**src/rtl/trap_sequencer_if.sv**
```systemverilog
// Writeback-side trap/MRET event bundle and the sequencer's redirect/CSR-write responses.
// master: pipeline/CSR side that raises events; slave: trap_sequencer.
interface trap_sequencer_if;
    logic        WB_V;
    logic [63:0] WB_PC;
    logic [63:0] WB_NPC;
    logic [31:0] WB_IR;
    logic        WB_MRET;
    logic        WB_ECALL;
    logic        F_IAM;
    logic        F_IAF;
    logic        F_II;
    logic        MEM_LAM;
    logic        MEM_LAF;
    logic        MEM_SAM;
    logic        MEM_SAF;
    logic [63:0] BAD_ADDR;
    logic        TIMER;
    logic        EXTERNAL;
    logic [63:0] MSTATUS_IN;
    logic [63:0] MIE_IN;
    logic [63:0] MTVEC_IN;
    logic [63:0] MEPC_IN;
    logic        TS_KILL;
    logic        TS_BUSY;
    logic        TS_CSR_WE;
    logic [11:0] TS_CSR_ADDR;
    logic [63:0] TS_CSR_WDATA;
    logic        TS_PC_MUX;
    logic [63:0] TS_PC_TARGET;
    logic        TS_PRIV;

    modport master (
        output WB_V, WB_PC, WB_NPC, WB_IR, WB_MRET, WB_ECALL,
        output F_IAM, F_IAF, F_II, MEM_LAM, MEM_LAF, MEM_SAM, MEM_SAF, BAD_ADDR,
        output TIMER, EXTERNAL, MSTATUS_IN, MIE_IN, MTVEC_IN, MEPC_IN,
        input  TS_KILL, TS_BUSY, TS_CSR_WE, TS_CSR_ADDR, TS_CSR_WDATA,
        input  TS_PC_MUX, TS_PC_TARGET, TS_PRIV
    );

    modport slave (
        input  WB_V, WB_PC, WB_NPC, WB_IR, WB_MRET, WB_ECALL,
        input  F_IAM, F_IAF, F_II, MEM_LAM, MEM_LAF, MEM_SAM, MEM_SAF, BAD_ADDR,
        input  TIMER, EXTERNAL, MSTATUS_IN, MIE_IN, MTVEC_IN, MEPC_IN,
        output TS_KILL, TS_BUSY, TS_CSR_WE, TS_CSR_ADDR, TS_CSR_WDATA,
        output TS_PC_MUX, TS_PC_TARGET, TS_PRIV
    );
endinterface

```
**src/rtl/trap_sequencer.sv**
```systemverilog
// Machine-mode trap entry / MRET sequencer: serialises mepc/mcause/mtval/mstatus writes, then redirects fetch.
// Optional macro VECTORED_MTVEC_EN: interrupts use base + 4*cause when mtvec mode is vectored.
module trap_sequencer #(
    parameter logic        RESET_PRIV  = 1'b1,
    parameter int unsigned IRQ_HOLDOFF = 2
) (
    input logic             CLK,
    input logic             RESET,
    trap_sequencer_if.slave bus
);
    typedef enum logic [2:0] {
        S_IDLE, S_EPC, S_CAUSE, S_TVAL, S_STATUS, S_RSTAT, S_REDIRECT
    } state_e;

    state_e      state_q, state_d;
    logic        priv_q, priv_d;
    logic [3:0]  holdoff_q, holdoff_d;
    logic        is_mret_q, is_mret_d;
    logic        is_irq_q, is_irq_d;
    logic [63:0] epc_q, epc_d, cause_q, cause_d, tval_q, tval_d;

    logic        exc_sel;
    logic [63:0] exc_cause, exc_tval;
    logic        irq_ok, ext_take, tim_take;
    logic [63:0] ms_trap, ms_mret, trap_base, trap_tgt;
    logic        kill, csr_we, pc_mux;
    logic [11:0] csr_addr;
    logic [63:0] csr_wdata, pc_tgt;
    logic        unused_bits;

    // Exception priority: first match wins.
    always_comb begin
        exc_sel   = 1'b1;
        exc_cause = 64'd0;
        exc_tval  = 64'd0;
        if (bus.F_IAF) begin
            exc_cause = 64'd1; exc_tval = bus.BAD_ADDR;
        end else if (bus.F_IAM) begin
            exc_cause = 64'd0; exc_tval = bus.BAD_ADDR;
        end else if (bus.F_II) begin
            exc_cause = 64'd2; exc_tval = {32'b0, bus.WB_IR};
        end else if (bus.WB_ECALL) begin
            exc_cause = priv_q ? 64'd11 : 64'd8;
        end else if (bus.MEM_SAM) begin
            exc_cause = 64'd6; exc_tval = bus.BAD_ADDR;
        end else if (bus.MEM_LAM) begin
            exc_cause = 64'd4; exc_tval = bus.BAD_ADDR;
        end else if (bus.MEM_SAF) begin
            exc_cause = 64'd7; exc_tval = bus.BAD_ADDR;
        end else if (bus.MEM_LAF) begin
            exc_cause = 64'd5; exc_tval = bus.BAD_ADDR;
        end else begin
            exc_sel = 1'b0;
        end
    end

    assign irq_ok   = bus.MSTATUS_IN[3] && (holdoff_q == 4'd0);
    assign ext_take = irq_ok && bus.EXTERNAL && bus.MIE_IN[11];
    assign tim_take = irq_ok && bus.TIMER && bus.MIE_IN[7];

    always_comb begin
        ms_trap          = bus.MSTATUS_IN;
        ms_trap[7]       = bus.MSTATUS_IN[3];
        ms_trap[3]       = 1'b0;
        ms_trap[12:11]   = {2{priv_q}};
        ms_mret          = bus.MSTATUS_IN;
        ms_mret[3]       = bus.MSTATUS_IN[7];
        ms_mret[7]       = 1'b1;
        ms_mret[12:11]   = 2'b00;
    end

    assign trap_base = {bus.MTVEC_IN[63:2], 2'b00};
`ifdef VECTORED_MTVEC_EN
    assign trap_tgt = (is_irq_q && bus.MTVEC_IN[1:0] == 2'b01)
                    ? trap_base + {56'b0, cause_q[5:0], 2'b00} : trap_base;
`else
    assign trap_tgt = trap_base;
`endif

    always_comb begin
        state_d   = state_q;
        priv_d    = priv_q;
        holdoff_d = holdoff_q;
        is_mret_d = is_mret_q;
        is_irq_d  = is_irq_q;
        epc_d     = epc_q;
        cause_d   = cause_q;
        tval_d    = tval_q;
        kill      = 1'b0;
        csr_we    = 1'b0;
        csr_addr  = 12'h000;
        csr_wdata = 64'd0;
        pc_mux    = 1'b0;
        pc_tgt    = 64'd0;
        case (state_q)
            S_IDLE: begin
                if (holdoff_q != 4'd0) holdoff_d = holdoff_q - 4'd1;
                if (bus.WB_V) begin
                    if (exc_sel) begin
                        kill = 1'b1; state_d = S_EPC; is_mret_d = 1'b0; is_irq_d = 1'b0;
                        epc_d = bus.WB_PC; cause_d = exc_cause; tval_d = exc_tval;
                    end else if (bus.WB_MRET) begin
                        state_d = S_RSTAT; is_mret_d = 1'b1; is_irq_d = 1'b0;
                    end else if (ext_take || tim_take) begin
                        // Interrupt: WB instruction retires, so resume after it.
                        state_d = S_EPC; is_mret_d = 1'b0; is_irq_d = 1'b1;
                        epc_d = bus.WB_NPC; tval_d = 64'd0;
                        cause_d = ext_take ? {1'b1, 63'd11} : {1'b1, 63'd7};
                    end
                end
            end
            S_EPC: begin
                csr_we = 1'b1; csr_addr = 12'h341; csr_wdata = epc_q; state_d = S_CAUSE;
            end
            S_CAUSE: begin
                csr_we = 1'b1; csr_addr = 12'h342; csr_wdata = cause_q; state_d = S_TVAL;
            end
            S_TVAL: begin
                csr_we = 1'b1; csr_addr = 12'h343; csr_wdata = tval_q; state_d = S_STATUS;
            end
            S_STATUS: begin
                csr_we = 1'b1; csr_addr = 12'h300; csr_wdata = ms_trap;
                priv_d = 1'b1; state_d = S_REDIRECT;
            end
            S_RSTAT: begin
                csr_we = 1'b1; csr_addr = 12'h300; csr_wdata = ms_mret;
                priv_d = (bus.MSTATUS_IN[12:11] != 2'b00); state_d = S_REDIRECT;
            end
            S_REDIRECT: begin
                pc_mux    = 1'b1;
                pc_tgt    = is_mret_q ? bus.MEPC_IN : trap_tgt;
                holdoff_d = 4'(IRQ_HOLDOFF);
                state_d   = S_IDLE;
            end
            default: state_d = S_IDLE;
        endcase
    end

    always_ff @(posedge CLK) begin
        if (RESET) begin
            state_q   <= S_IDLE;
            priv_q    <= RESET_PRIV;
            holdoff_q <= 4'd0;
            is_mret_q <= 1'b0;
            is_irq_q  <= 1'b0;
        end else begin
            state_q   <= state_d;
            priv_q    <= priv_d;
            holdoff_q <= holdoff_d;
            is_mret_q <= is_mret_d;
            is_irq_q  <= is_irq_d;
        end
    end

    always_ff @(posedge CLK) begin
        epc_q   <= epc_d;
        cause_q <= cause_d;
        tval_q  <= tval_d;
    end

    assign bus.TS_KILL      = kill & ~RESET;
    assign bus.TS_BUSY      = (state_q != S_IDLE);
    assign bus.TS_CSR_WE    = csr_we;
    assign bus.TS_CSR_ADDR  = csr_addr;
    assign bus.TS_CSR_WDATA = csr_wdata;
    assign bus.TS_PC_MUX    = pc_mux;
    assign bus.TS_PC_TARGET = pc_tgt;
    assign bus.TS_PRIV      = priv_q;

    assign unused_bits = ^{bus.MIE_IN[63:12], bus.MIE_IN[10:8], bus.MIE_IN[6:0], bus.MTVEC_IN[1:0]};
endmodule

```
**src/flat_wrapper.sv**
```systemverilog
// flat-port wrapper written by rule: the top's interface ports become plain ports
module trap_sequencer_flat 
#(
    parameter logic        RESET_PRIV  = 1'b1,
    parameter int unsigned IRQ_HOLDOFF = 2
)
  (CLK, RESET, bus_WB_V, bus_WB_PC, bus_WB_NPC, bus_WB_IR, bus_WB_MRET, bus_WB_ECALL, bus_F_IAM, bus_F_IAF, bus_F_II, bus_MEM_LAM, bus_MEM_LAF, bus_MEM_SAM, bus_MEM_SAF, bus_BAD_ADDR, bus_TIMER, bus_EXTERNAL, bus_MSTATUS_IN, bus_MIE_IN, bus_MTVEC_IN, bus_MEPC_IN, bus_TS_KILL, bus_TS_BUSY, bus_TS_CSR_WE, bus_TS_CSR_ADDR, bus_TS_CSR_WDATA, bus_TS_PC_MUX, bus_TS_PC_TARGET, bus_TS_PRIV);
  trap_sequencer_if bus_i ();
  input logic CLK;
  input logic RESET;
  input wire logic [$bits(bus_i.WB_V)-1:0] bus_WB_V;
  input wire logic [$bits(bus_i.WB_PC)-1:0] bus_WB_PC;
  input wire logic [$bits(bus_i.WB_NPC)-1:0] bus_WB_NPC;
  input wire logic [$bits(bus_i.WB_IR)-1:0] bus_WB_IR;
  input wire logic [$bits(bus_i.WB_MRET)-1:0] bus_WB_MRET;
  input wire logic [$bits(bus_i.WB_ECALL)-1:0] bus_WB_ECALL;
  input wire logic [$bits(bus_i.F_IAM)-1:0] bus_F_IAM;
  input wire logic [$bits(bus_i.F_IAF)-1:0] bus_F_IAF;
  input wire logic [$bits(bus_i.F_II)-1:0] bus_F_II;
  input wire logic [$bits(bus_i.MEM_LAM)-1:0] bus_MEM_LAM;
  input wire logic [$bits(bus_i.MEM_LAF)-1:0] bus_MEM_LAF;
  input wire logic [$bits(bus_i.MEM_SAM)-1:0] bus_MEM_SAM;
  input wire logic [$bits(bus_i.MEM_SAF)-1:0] bus_MEM_SAF;
  input wire logic [$bits(bus_i.BAD_ADDR)-1:0] bus_BAD_ADDR;
  input wire logic [$bits(bus_i.TIMER)-1:0] bus_TIMER;
  input wire logic [$bits(bus_i.EXTERNAL)-1:0] bus_EXTERNAL;
  input wire logic [$bits(bus_i.MSTATUS_IN)-1:0] bus_MSTATUS_IN;
  input wire logic [$bits(bus_i.MIE_IN)-1:0] bus_MIE_IN;
  input wire logic [$bits(bus_i.MTVEC_IN)-1:0] bus_MTVEC_IN;
  input wire logic [$bits(bus_i.MEPC_IN)-1:0] bus_MEPC_IN;
  output wire logic [$bits(bus_i.TS_KILL)-1:0] bus_TS_KILL;
  output wire logic [$bits(bus_i.TS_BUSY)-1:0] bus_TS_BUSY;
  output wire logic [$bits(bus_i.TS_CSR_WE)-1:0] bus_TS_CSR_WE;
  output wire logic [$bits(bus_i.TS_CSR_ADDR)-1:0] bus_TS_CSR_ADDR;
  output wire logic [$bits(bus_i.TS_CSR_WDATA)-1:0] bus_TS_CSR_WDATA;
  output wire logic [$bits(bus_i.TS_PC_MUX)-1:0] bus_TS_PC_MUX;
  output wire logic [$bits(bus_i.TS_PC_TARGET)-1:0] bus_TS_PC_TARGET;
  output wire logic [$bits(bus_i.TS_PRIV)-1:0] bus_TS_PRIV;
  assign bus_i.WB_V = bus_WB_V;
  assign bus_i.WB_PC = bus_WB_PC;
  assign bus_i.WB_NPC = bus_WB_NPC;
  assign bus_i.WB_IR = bus_WB_IR;
  assign bus_i.WB_MRET = bus_WB_MRET;
  assign bus_i.WB_ECALL = bus_WB_ECALL;
  assign bus_i.F_IAM = bus_F_IAM;
  assign bus_i.F_IAF = bus_F_IAF;
  assign bus_i.F_II = bus_F_II;
  assign bus_i.MEM_LAM = bus_MEM_LAM;
  assign bus_i.MEM_LAF = bus_MEM_LAF;
  assign bus_i.MEM_SAM = bus_MEM_SAM;
  assign bus_i.MEM_SAF = bus_MEM_SAF;
  assign bus_i.BAD_ADDR = bus_BAD_ADDR;
  assign bus_i.TIMER = bus_TIMER;
  assign bus_i.EXTERNAL = bus_EXTERNAL;
  assign bus_i.MSTATUS_IN = bus_MSTATUS_IN;
  assign bus_i.MIE_IN = bus_MIE_IN;
  assign bus_i.MTVEC_IN = bus_MTVEC_IN;
  assign bus_i.MEPC_IN = bus_MEPC_IN;
  assign bus_TS_KILL = bus_i.TS_KILL;
  assign bus_TS_BUSY = bus_i.TS_BUSY;
  assign bus_TS_CSR_WE = bus_i.TS_CSR_WE;
  assign bus_TS_CSR_ADDR = bus_i.TS_CSR_ADDR;
  assign bus_TS_CSR_WDATA = bus_i.TS_CSR_WDATA;
  assign bus_TS_PC_MUX = bus_i.TS_PC_MUX;
  assign bus_TS_PC_TARGET = bus_i.TS_PC_TARGET;
  assign bus_TS_PRIV = bus_i.TS_PRIV;
  trap_sequencer #(.RESET_PRIV(RESET_PRIV), .IRQ_HOLDOFF(IRQ_HOLDOFF)) u_core (.CLK(CLK), .RESET(RESET), .bus(bus_i));
endmodule
```
**config.mk**
```make
export PLATFORM = sky130hd
export DESIGN_NAME = trap_sequencer_flat
export DESIGN_NICKNAME = d
export VERILOG_FILES = /design/src/rtl/trap_sequencer_if.sv /design/src/rtl/trap_sequencer.sv /design/src/flat_wrapper.sv
export SDC_FILE = /design/constraint.sdc
export NUM_CORES = 1
export LEC_CHECK = 0
export CAP_MARGIN = 25
export CORE_AREA = 2 2 251 253
export DETAILED_ROUTE_END_ITERATION = 10
export DIE_AREA = 0 0 253 255
export PLACE_DENSITY_LB_ADDON = 0.05
export SYNTH_ARGS = -nofsm -noshare
export SYNTH_HDL_FRONTEND = slang
export SYNTH_SLANG_ARGS = --single-unit
export TNS_END_PERCENT = 50
```
**constraint.sdc**
```tcl
create_clock -name CLK -period 10.1 [get_ports CLK]
set_input_delay 3.03 -clock CLK [delete_from_list [all_inputs] [get_ports CLK]]
set_output_delay 3.03 -clock CLK [all_outputs]
set_load 0.05 [all_outputs]
```
### Clock wires, drivers and flops

Drawn at 1.5 px/um.
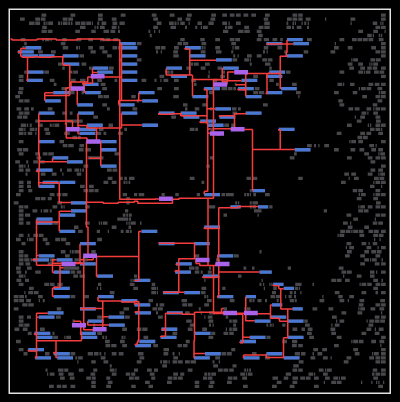
[purple] clock-net drivers | count: 17
[red] clock wires | length: 2770 um
[blue] flip-flops | count: 142
flops lie: spread over the die
routed clock nets: 18

### Met4 routing

Drawn at 1.5 px/um. Supply wires on this layer in gray.
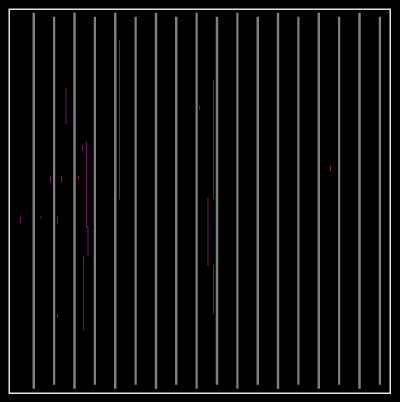
nets with wire on the layer: 10
longest straight run: 106 um
share of all routed wire: 1.1%
wire length on this layer: 444 um

### Wires at chosen ports, followed through buffers

Drawn at 1 px/um.
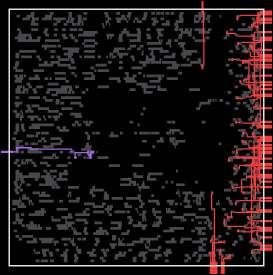
| color | port | bits | direction | edge | end cells | buffers | wire |
|---|---|---|---|---|---|---|---|
| purple | bus_F_IAF | 1 | input | left | 5 | 1 | 102 um |
| red | bus_TS_PC_TARGET | 64 | output | 57 right, 6 bottom, 1 top | 64 | 64 | 1640 um |

==> out/metrics.csv <==
stage;metric;value;unit
run_status;status;complete, no violations;
finish;Layout Nets;1780;
routing;Detail Route met3 WL;3.845;mm
critical_path;worst path buffer plus inverter count;2;
finish;fraction of layout cells with a size suffix above 1;9.630;%
floorplan;Die ar.;0.06452;mm^2
routing;via density per instance;3.696;
synth;main flop type;edfxtp_1;
floorplan;die width;253;um
pwr;Leak;5.070;nW
synth;Mapped Area;0.008273;mm^2
critical_path;Reg2Reg Depth;5;
critical_path;Critical Path Most Common Cell;clkdlybuf4s50_1;
pwr;Net Sw Power;707.1;uW
critical_path;nature of the critical path endpoint;output pin;
min_path;Hold EP;u_core.holdoff_q[2]$_SDFFE_PP0P_;
min_path;WHS Path Cells;2;
synth;FFs w/ async S/R, synth;0;%
routing;drt pass-1 iters;4;
pwr;Clock Power Share;30.9;%
synth;Max-area cell share;48.28;%
global_route;first-pass GRT wire length;55.68;mm
sta;slew margin rel.;31.50;%
min_path;hold path startpoint;u_core.holdoff_q[2]$_SDFFE_PP0P_;
placement;RePlAce Congestion;0.7030;
floorplan;Die Y;255;um
synth;Yosys top cell by area;edfxtp_1;
routing;final wirelength;40.98;mm
global_route;initial antenna violation count;11;
clock_tree;Hold Buf Count CTS;0;
critical_path;WP data arrival;5200;ps
clock_tree;clk_lat worst skew;450;ps
critical_path;cell chain of the critical path;clkdlybuf4s50_1 -> or4_4 -> nor2_4 -> nor3_1 -> clkdlybuf4s50_1;
pwr;P_seq;763;uW
pwr;Worst IR Drop VDD;0.0001121;V
synth;Yosys cell types;46;
floorplan;Initial Utilization;13.31;%
pwr;Internal;1.440;mW
synth;synth cell count leaders;edfxtp_1 (133), mux2i_1 (123), nor2_1 (73);
pwr;combinational power share;33.6;%
placement;DP Area;0.01483;mm^2
routing;DRC;0;
synth;synth warn;0;
clock_tree;Post-CTS Setup Repair Bufs;0;
pwr;Flop pwr share;35.5;%
routing;M1 wire length;15.21;mm
### Track usage over the die

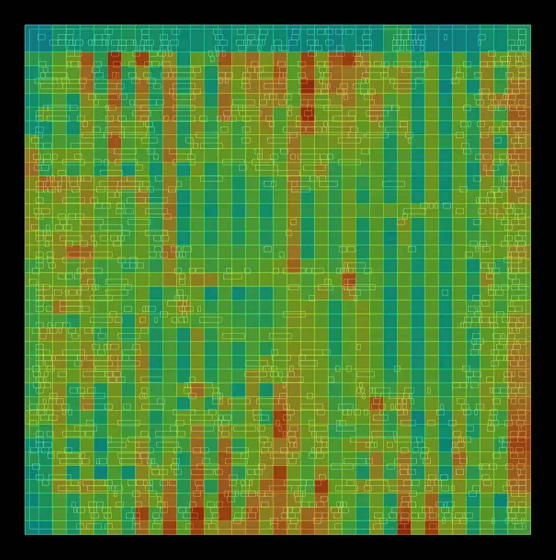
busiest grt layer: met2
Final Util: 24.83%
GR Util met1: 12.46%
GR Util met2: 22.97%

### Local utilization

Drawn at 1.5 px/um. The die is cut into 25 by 26 equal tiles; dark blue is low, red is high, 0 to 100% covered.
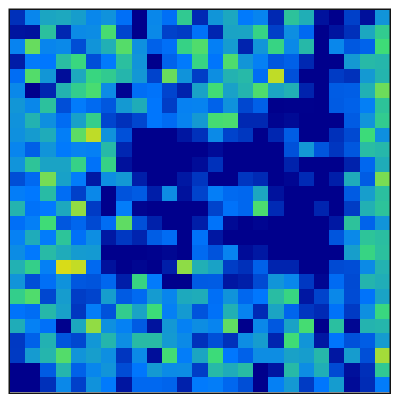
mean over tiles: 22%
nearly empty tiles: 17%
emptiest ninth of the die: middle
fullest tile: 70%
densest ninth of the die: top left

-- cells by family (layout without fill, tap and decap cells) --
group | after synthesis | after routing | share of synthesized area, %
buf+inv | 69 | 621 | 3.857
mux | 188 | 188 | 23.73
compound gates | 124 | 124 | 9.589
flops | 142 | 142 | 50.45
fa+ha+maj | 1 | 1 | 0.1512
other cells | 1 | 10 | 0.04533
simple gates | 213 | 213 | 11.96
xor+xnor | 2 | 2 | 0.2118
-- sequential cells by signal, summed over array words and instances, names as in the netlist --
register,flops
u_core.is_mret_q,1
u_core.tval_q,64
u_core.state_q,3
u_core.holdoff_q,4
u_core.cause_q,5
u_core.epc_q,64
u_core.bus.TS_PRIV,1
-- stage by stage --
step / setup slack (ps) / cells / utilization [%] / hold WS (ps)
final: 1873 / 2100 / 24.83 / 513.4
after CTS: 1867 / 2097 / 24.82 / 522.8
after global placement: 1854 / 2065 / 23.86 / 501.6
after global routing: 1802 / 2097 / 24.82 / 556.3
after detailed placement: 1869 / 2065 / 23.86 / 514.4
after floorplan: 2307 / 746 / - / 473.2
-- cell usage in the layout (no fill, tap or decap), types with 4 or more instances in the layout --
master,count
clkdlybuf4s50_1,567
inv_1,7
dfxtp_1,7
a22oi_1,4
mux2_2,65
mux2i_1,123
o211ai_1,4
and2_1,33
edfxtp_1,133
clkbuf_16,17
a22o_1,30
nor2_1,73
o21ai_0,66
conb_1,7
nand2_1,71
nor3_1,8
a21oi_1,7
buf_4,15
a211oi_1,4
-- cell type report --
class                   instances  area [um^2]  area share [%]
flip-flops and latches        142         4182           27.09
clock inverters                14        166.4           1.078
inverters                       7        26.28          0.1702
multi-input cells             535         3835           24.85
clock buffers                  18        429.2           2.781
well taps                     799        999.7           6.477
repair buffers                582         5788           37.50
diodes                          3        7.507         0.04864
Power figures rest on the tool's default switching activity, not on a simulated workload.
